The metal 1 layer:
Bar = 20 um.
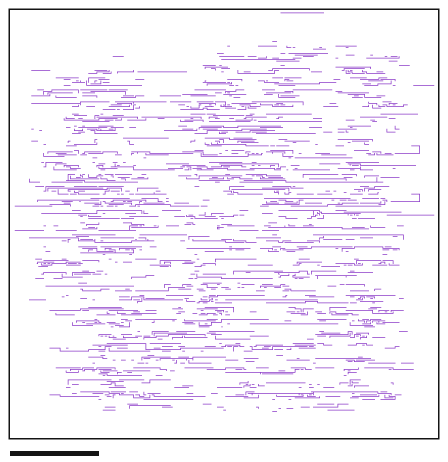
The metal 2 layer:
Bar = 20 um. Cells faint in the background.
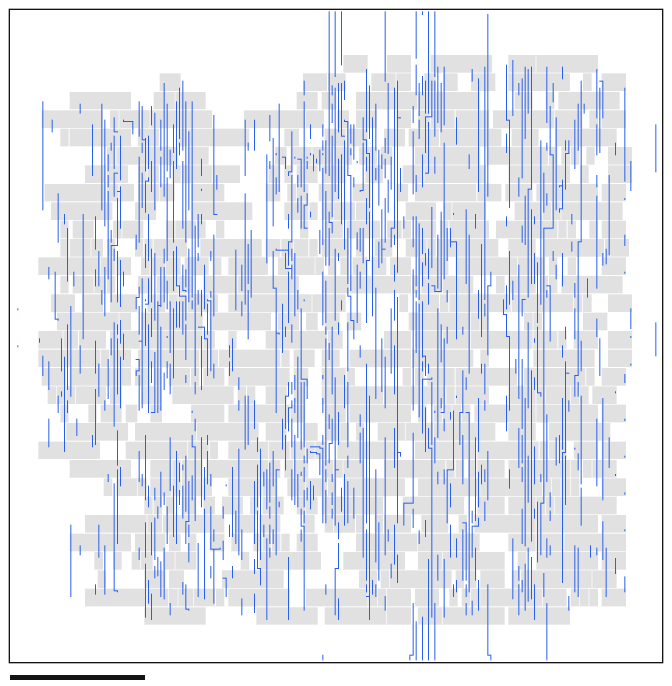
Signal wires on met3:
Bar = 20 um. Cells faint in the background.
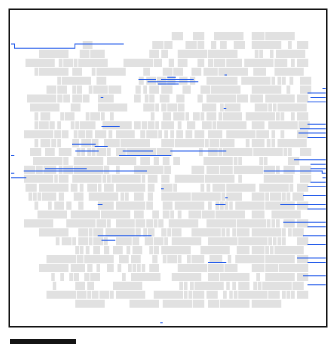
--- src/rtl/accel_sample_sequencer.sv ---
// Accelerometer sampling sequencer: one setup write, then periodic X/Y/Z reads
// through an external SPI engine. Each completed set is published atomically.
module accel_sample_sequencer #(
  parameter int SAMPLE_PERIOD = 1250000,
  parameter int TIMEOUT       = 4000000
) (
  input  logic       CLK,
  input  logic       RESET,
  input  logic       ENABLE,
  input  logic       CLEAR_ERROR,
  output logic [3:0] SPI_OP,
  output logic       SPI_START,
  input  logic       SPI_BUSY,
  input  logic       SPI_DONE,
  input  logic [7:0] SPI_RDATA,
  output logic [7:0] X_DATA,
  output logic [7:0] Y_DATA,
  output logic [7:0] Z_DATA,
  output logic       SAMPLE_VALID,
  output logic       READY,
  output logic       ERROR
);

  localparam int PW = (SAMPLE_PERIOD > 1) ? $clog2(SAMPLE_PERIOD) : 1;
  localparam int TW = (TIMEOUT > 1) ? $clog2(TIMEOUT) : 1;
  localparam logic [PW-1:0] PERIOD_LAST  = PW'(SAMPLE_PERIOD - 1);
  localparam logic [TW-1:0] TIMEOUT_LAST = TW'(TIMEOUT - 1);

  typedef enum logic [2:0] {
    SETUP_ISSUE,
    SETUP_WAIT,
    IDLE,
    ISSUE,
    WAIT_DONE,
    PUBLISH,
    FAULT
  } state_t;

  state_t        state_reg, state_next;
  logic [1:0]    axis_reg, axis_next;
  logic [3:0]    op_next;
  logic [PW-1:0] period_cnt_reg;
  logic [TW-1:0] timeout_cnt_reg;
  logic          pending_reg;
  logic [7:0]    hold_reg [3];

  logic tick, timeout_hit, period_run, in_wait, next_in_wait;
  logic capture, take_pending, set_ready, fault, clear_err;

  assign period_run   = READY && ENABLE;
  assign tick         = period_run && (period_cnt_reg == PERIOD_LAST);
  assign timeout_hit  = (timeout_cnt_reg == TIMEOUT_LAST);
  assign in_wait      = (state_reg == SETUP_WAIT) || (state_reg == WAIT_DONE);
  assign next_in_wait = (state_next == SETUP_WAIT) || (state_next == WAIT_DONE);

  always_comb begin
    state_next   = state_reg;
    axis_next    = axis_reg;
    SPI_START    = 1'b0;
    capture      = 1'b0;
    take_pending = 1'b0;
    set_ready    = 1'b0;
    fault        = 1'b0;
    clear_err    = 1'b0;
    case (state_reg)
      // The op register is still 0000 on the first cycle after reset, so no
      // strobe is issued until a real command is presented.
      SETUP_ISSUE: begin
        if (!SPI_BUSY && (SPI_OP != 4'b0000)) begin
          SPI_START  = 1'b1;
          state_next = SETUP_WAIT;
        end
      end
      SETUP_WAIT: begin
        if (SPI_DONE) begin
          set_ready  = 1'b1;
          state_next = IDLE;
        end else if (timeout_hit) begin
          fault      = 1'b1;
          state_next = FAULT;
        end
      end
      IDLE: begin
        if (pending_reg) begin
          take_pending = 1'b1;
          if (ENABLE) begin
            axis_next  = 2'd0;
            state_next = ISSUE;
          end
        end
      end
      ISSUE: begin
        if (!SPI_BUSY && (SPI_OP != 4'b0000)) begin
          SPI_START  = 1'b1;
          state_next = WAIT_DONE;
        end
      end
      WAIT_DONE: begin
        if (SPI_DONE) begin
          capture = 1'b1;
          if (axis_reg == 2'd2) begin
            state_next = PUBLISH;
          end else begin
            axis_next  = axis_reg + 2'd1;
            state_next = ISSUE;
          end
        end else if (timeout_hit) begin
          fault      = 1'b1;
          state_next = FAULT;
        end
      end
      PUBLISH: state_next = IDLE;
      FAULT: begin
        if (CLEAR_ERROR) begin
          clear_err  = 1'b1;
          state_next = SETUP_ISSUE;
        end
      end
      default: state_next = SETUP_ISSUE;
    endcase

    // Command follows the state being entered, so it is already valid in the
    // issue cycle and holds until DONE is accepted.
    op_next = 4'b0000;
    case (state_next)
      SETUP_ISSUE, SETUP_WAIT: op_next = 4'b1000;
      ISSUE, WAIT_DONE:        op_next = 4'b0001 << axis_next;
      default:                 op_next = 4'b0000;
    endcase
  end

  always_ff @(posedge CLK or posedge RESET) begin
    if (RESET) begin
      state_reg       <= SETUP_ISSUE;
      axis_reg        <= 2'd0;
      SPI_OP          <= 4'b0000;
      period_cnt_reg  <= '0;
      timeout_cnt_reg <= '0;
      pending_reg     <= 1'b0;
      READY           <= 1'b0;
      ERROR           <= 1'b0;
      SAMPLE_VALID    <= 1'b0;
      X_DATA          <= 8'h00;
      Y_DATA          <= 8'h00;
      Z_DATA          <= 8'h00;
      for (int i = 0; i < 3; i++) hold_reg[i] <= 8'h00;
    end else begin
      state_reg <= state_next;
      axis_reg  <= axis_next;
      SPI_OP    <= op_next;

      if (!period_run || tick) period_cnt_reg <= '0;
      else                     period_cnt_reg <= period_cnt_reg + 1'b1;

      // Wait states never follow each other directly, so leaving one always
      // passes through a state that zeroes the counter.
      if (in_wait && next_in_wait) timeout_cnt_reg <= timeout_cnt_reg + 1'b1;
      else                         timeout_cnt_reg <= '0;

      if (clear_err)                 pending_reg <= 1'b0;
      else if (tick && !pending_reg) pending_reg <= 1'b1;
      else if (take_pending)         pending_reg <= 1'b0;

      if (fault)          READY <= 1'b0;
      else if (set_ready) READY <= 1'b1;

      if (fault)          ERROR <= 1'b1;
      else if (clear_err) ERROR <= 1'b0;

      for (int i = 0; i < 3; i++) begin
        if (capture && (axis_reg == 2'(i))) hold_reg[i] <= SPI_RDATA;
      end

      SAMPLE_VALID <= (state_reg == PUBLISH);
      if (state_reg == PUBLISH) begin
        X_DATA <= hold_reg[0];
        Y_DATA <= hold_reg[1];
        Z_DATA <= hold_reg[2];
      end
    end
  end

endmodule

--- config.mk ---
export PLATFORM = sky130hd
export DESIGN_NAME = accel_sample_sequencer
export DESIGN_NICKNAME = d
export VERILOG_FILES = /design/src/rtl/accel_sample_sequencer.sv
export SDC_FILE = /design/constraint.sdc
export NUM_CORES = 1
export LEC_CHECK = 0
export CORE_MARGIN = 4
export CORE_UTILIZATION = 61
export CTS_CLUSTER_SIZE = 16
export DETAILED_ROUTE_END_ITERATION = 10
export PLACE_DENSITY = 0.84
export REMOVE_ABC_BUFFERS = 1
export SLEW_MARGIN = 25
export SYNTH_ARGS = -nofsm -noshare
export SYNTH_HDL_FRONTEND = slang
export SYNTH_SLANG_ARGS = --single-unit
--- constraint.sdc ---
create_clock -name CLK -period 7.3 [get_ports CLK]
set_input_delay 1.46 -clock CLK [delete_from_list [all_inputs] [get_ports CLK]]
set_output_delay 1.46 -clock CLK [all_outputs]
set_load 0.01 [all_outputs]
==> notes.md <==
run metrics: Ant. Diodes 0, Num CTS Buffers 9, TritonCTS clock tree built, most frequent logic cell in the layout dfrtp_1, area leader, netlist dfrtp_1, Post-Synth XOR/XNOR Area about 7.4%, Layout non-clock buf frac under 10%, outcome finished clean, worst slew pin tran between 0.8 and 0.9 ns, worst hold margin about 0.47 ns, Die W a little under 100 um, Int Power roughly 930 uW, post-synthesis chip area from yosys approximately 4800 um^2, top cells by count dfrtp_1 (104), nand2_1 (95), nor2_1 (57), mux2_2 (25), xnor2_1 (22), Peak Freq between 200 and 250 MHz, CP Depth 3, Leak Pwr 2.45 nW, Core Util, Final 74.1%, tool warnings 27, Buffers excl. clock about 46, initial antenna violation count 0, Worst setup EP type output port, vias in the first global route ~3,400, clock buffer count 9, Fillers roughly 530, placed cell count ~590, Max power group registers, # Taps 99, crit path launch type input port, Most common reg cell dfrtp_1, relative slew slack roughly two fifths, Worst path most repeated cell clkdlybuf4s50_1, number of flip-flops in the largest register 24, Slowest-stage cell, CP clkdlybuf4s50_1, clk pwr 357 uW, Syn Std Cell Area 4760 um^2, global placement routability congestion 0.890, combinational gates 330, Post-synth mux share under 10%, Cells after Synth between 400 and 500, CP bufs+invs 2, DIE AREA just over 9000 um^2, post-route ant nets 0, final setup fails 0, reg2reg path depth 6, Sw Pwr 436 uW, worst reg2reg startpoint period_cnt_reg[0]$_DFF_PP0_, Logic pwr share 22.3%, hold_sp hold_reg[10]$_DFFE_PP0P_, Fin Setup TNS 0 ns, Sw Share roughly a third, hold crit path type reg -> reg, Final Skew 0.0177 ns, clk latency late pin roughly 0.37 ns, largest net degree at the start of global routing between 90 and 100, Hold EP Y_DATA[2]$_DFFE_PP0P_, hpwl dp 6240 um, CP delay by family, top buffers and inverters, post-synthesis cell type count about 55, Fin. Hold Viols 0, area fraction in compound gates between 5 and 6%, maxcap violations 0, final-layout clock-cell area share under 10%, Design Area, Final 5490 um^2, flop count 104, fin crit period roughly 4.3 ns, Gate Area roughly 2000 um^2, power consumption around 1.4 mW, Worst VDD drop about 0.12 mV, end of the critical path SPI_START, Top Usage Layer GRT met2, Comb power around 300 uW, required time worst endpoint a little under 6 ns, top comb family, area simple AND/OR/NAND/NOR gates, # Post-CTS Setup Buffers 0, FP Core Util between 60 and 70%, CP max FO 5, Max-area cell share 54.7%, Max stage delay on crit path 0.58 ns, reg-to-reg setup timing slack 4.96 ns, AND/OR/NAND/NOR Cells, Area Fraction ~22%, share of post-route cells with drive strength above 1 11.6%, Hold Path Depth 2, worst path cell trace clkdlybuf4s50_1, nor4_1, clkdlybuf4s50_1, Largest cells by area dfrtp_1 (55%), nand2_1 (7.5%), mux2_2 (5.9%), nor2_1 (4.5%), xnor2_1 (4.0%), metal3 WL ~400 um, sequential share of power between 50% and 60%, PortBufs 45, final worst slack just over 3 ns, PwrDens 249 nW/um^2, All-Layer GR Usage a little over a fifth, GR Util met2 a little over a third, CP startpoint SPI_BUSY, mean post-synth cell area 10.4 um^2, Residual DRC 0, Leading cell kind sequential cells, Comb/total area a little under two fifths, vias per cell 5.57
## Picture notes: 'the metal 1 layer'
share of all routed wire: 45%
wire length on this layer: 3,980 um
Vias: 3,379
GR Layer Usage met1: 28.1%
final wirelength: 8940 um

## Picture notes: 'the metal 2 layer'
share of all routed wire: 49%
wire length on this layer: 4,390 um
main direction: vertical
nets with wire on the layer: 440

## Picture notes: 'signal wires on met3'
wire length on this layer: 396 um
longest straight run: 37.3 um
main direction: horizontal
nets with wire on the layer: 44
share of all routed wire: 4.4%

No activity file was given, so power comes from the tool's default toggle rates.
